==> config.mk <==
export PLATFORM = sky130hd
export DESIGN_NAME = window_fetch_ctrl_flat
export DESIGN_NICKNAME = d
export VERILOG_FILES = /design/src/rtl/window_fetch_ctrl_if.sv /design/src/rtl/window_fetch_ctrl.sv /design/src/flat_wrapper.sv
export SDC_FILE = /design/constraint.sdc
export NUM_CORES = 1
export LEC_CHECK = 0
export ABC_AREA = 1
export CAP_MARGIN = 20
export CELL_PAD_IN_SITES_DETAIL_PLACEMENT = 0
export CELL_PAD_IN_SITES_GLOBAL_PLACEMENT = 2
export CORE_UTILIZATION = 30
export CTS_CLUSTER_DIAMETER = 80
export CTS_CLUSTER_SIZE = 20
export DETAILED_ROUTE_END_ITERATION = 8
export GPL_ROUTABILITY_DRIVEN = 0
export GPL_TIMING_DRIVEN = 0
export PLACE_DENSITY = 0.86
export SYNTH_ARGS = -nofsm -noshare
export SYNTH_HDL_FRONTEND = slang
export SYNTH_SLANG_ARGS = --single-unit
==> constraint.sdc <==
create_clock -name clk -period 4.21 [get_ports clk]
set_clock_uncertainty 0.2 [all_clocks]
set_input_delay 0.842 -clock clk [delete_from_list [all_inputs] [get_ports clk]]
set_output_delay 0.842 -clock clk [all_outputs]
set_load 0.03 [all_outputs]
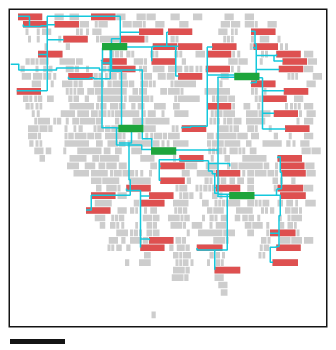
Figure 1: run 1, clock distribution.
Bar = 20 um.
[cyan] clock wires | length: 841 um
[green] cells driving clock nets | count: 5
[red] flip-flops | count: 54
flops lie	spread over the die

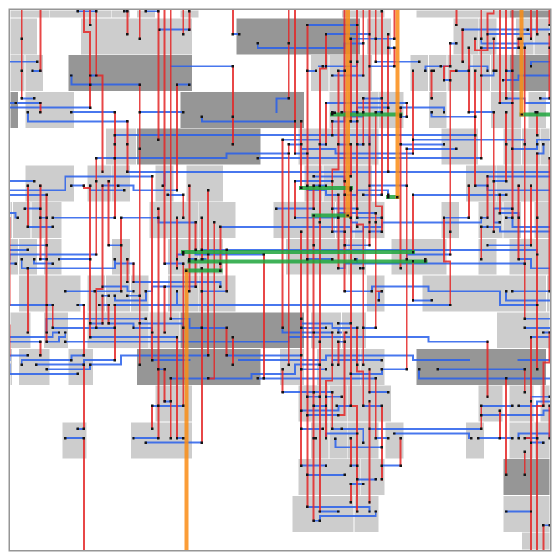
Figure 2: run 1, layout detail.
Region (38, 15) to (78, 55) um. Cells in gray, sequential cells in the stronger gray; small squares are vias.
color	layer
red	met2
orange	met4
green	met3
blue	met1
sequential cells in the window	7
cells with their middle in the window	104
most frequent	inv_1 (17), nand2_1 (13), o21ai_0 (8)

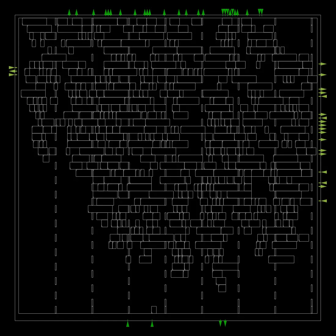
Figure 3: run 1, placed standard cells.
row count: 41
num tapcells: 172

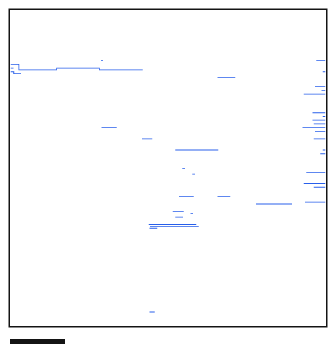
Figure 4: run 1, met3 routing.
Bar = 20 um.
wire length on this layer	228 um
main direction	horizontal
longest straight run	17.5 um
met3 global-route usage: 2.27%
wirelength, routed: 9920 um

==> reports/metrics.csv, run 1 <==
stage,metric,value,unit
routing,vias,3481,
layout,comb_cells,337,
layout,fillCellCount,1229,
layout,nNetsFinal,629,
timing,clock.fmax,0.234,GHz
layout,antenna_cells,0,
status,violations,setup timing,
logic_synthesis,ys_sh_aoi,13.3,%
grt,antenna_found_initial,0,
die,fp.dieW,115,um
layout,sh_comb_area,48.3,%
routing,wl_met1,4250,um
timing,setup_ws,-0.0561,ns
timing,fin_crit_sh,101,%
layout,regArea,1360,sq um
logic_synthesis,synthMuxAreaShare,0,%
logic_synthesis,topCellsByArea,"dfrtp_1 35%, ha_1 12%, nand2_1 11%",
grt,met2_usage,28.6,%
timing,setup_viol,4,
status,outcome,finished with violations,
layout,drive_above_1_share,32.9,%
routing,wire_per_inst,13.3,um
clock_network,h-tree-depth,2,
setup_path,worstSetupPathDepth,23,
layout,buffer_area_share,15.1,%
setup_path,critPathLaunchType,register,
layout,final_core_util,43.9,%
layout,seq_area_share,24.6,%
grt,track_usage,15.6,%
placed_design,io_buffers,50,
setup_path,crit_family,simple AND/OR/NAND/NOR gates,
timing,finalHoldViolations,0,
clock_network,cts_buffers,5,
setup_path,crit_slowest_cell,fa_2,
setup_path,cp.arrival,4.26,ns
layout,combGateArea,2670,sq um
logic_synthesis,synth_cell_types,45,
==> inputs of run 2 (changes only) <==
Settings changed: ABC_AREA 1 to default, CORE_UTILIZATION 30 to 31, PLACE_DENSITY 0.86 to 0.87, TNS_END_PERCENT from default to 1.
==> run 2 against run 1 <==
Against the previous run: largest cell class unchanged; critical path depth shrank 2; the run ends with DRC, setup timing left; critical endpoint unchanged; final cell count shrank 9.8%; area after synthesis shrank 2.3%; non-clock buffer count grew 6.
==> reports/metrics.csv, run 2 <==
stage,metric,value,unit
status,outcome,finished with violations,
status,violations,"DRC, setup timing",
timing,setup_ws,-0.238,ns
layout,seq_area_share,25.2,%
timing,setup_viol,6,
setup_path,worstSetupPathDepth,21,
layout,buffer_area_share,16.3,%
logic_synthesis,synthMuxAreaShare,1.86,%
layout,combGateArea,2610,sq um
grt,antenna_found_initial,0,
clock_network,h-tree-depth,2,
layout,antenna_cells,0,
routing,drc,6,
layout,fillCellCount,1124,
setup_path,crit_family,adder cells,
layout,regArea,1360,sq um
logic_synthesis,topCellsByArea,"dfrtp_1 36%, ha_1 12%, nand2_1 8.1%",
layout,drive_above_1_share,27.9,%
grt,met2_usage,26.5,%
timing,fin_crit_sh,106,%
setup_path,crit_slowest_cell,dfrtp_2,
grt,met3_usage,2.92,%
die,taps,143,
layout,final_core_util,46.5,%
grt,track_usage,15.4,%
clock_network,cts_buffers,5,
timing,finalHoldViolations,0,
setup_path,cp.arrival,4.44,ns
logic_synthesis,synth_cell_types,61,
die,num_rows,39,
layout,comb_cells,319,
die,fp.dieW,112,um
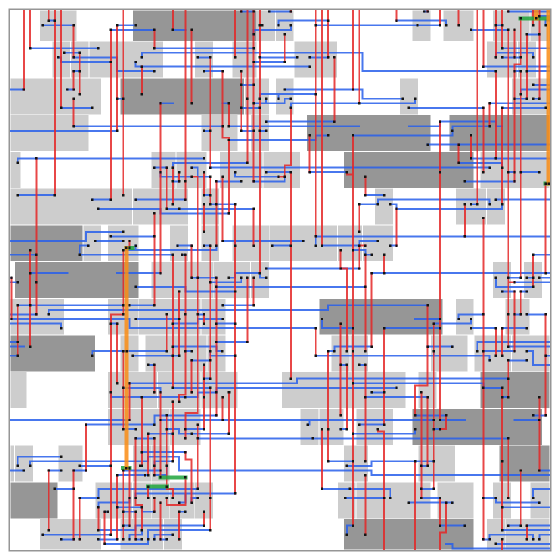
Figure 5: run 2, layout detail.
Region (36, 14) to (76, 54) um. Cells in gray, sequential cells in the stronger gray; small squares are vias.
color	layer
orange	met4
blue	met1
green	met3
red	met2
sequential cells in the window	12
most frequent	nand2_1 (17), inv_1 (9), buf_4 (9)
cells with their middle in the window	104

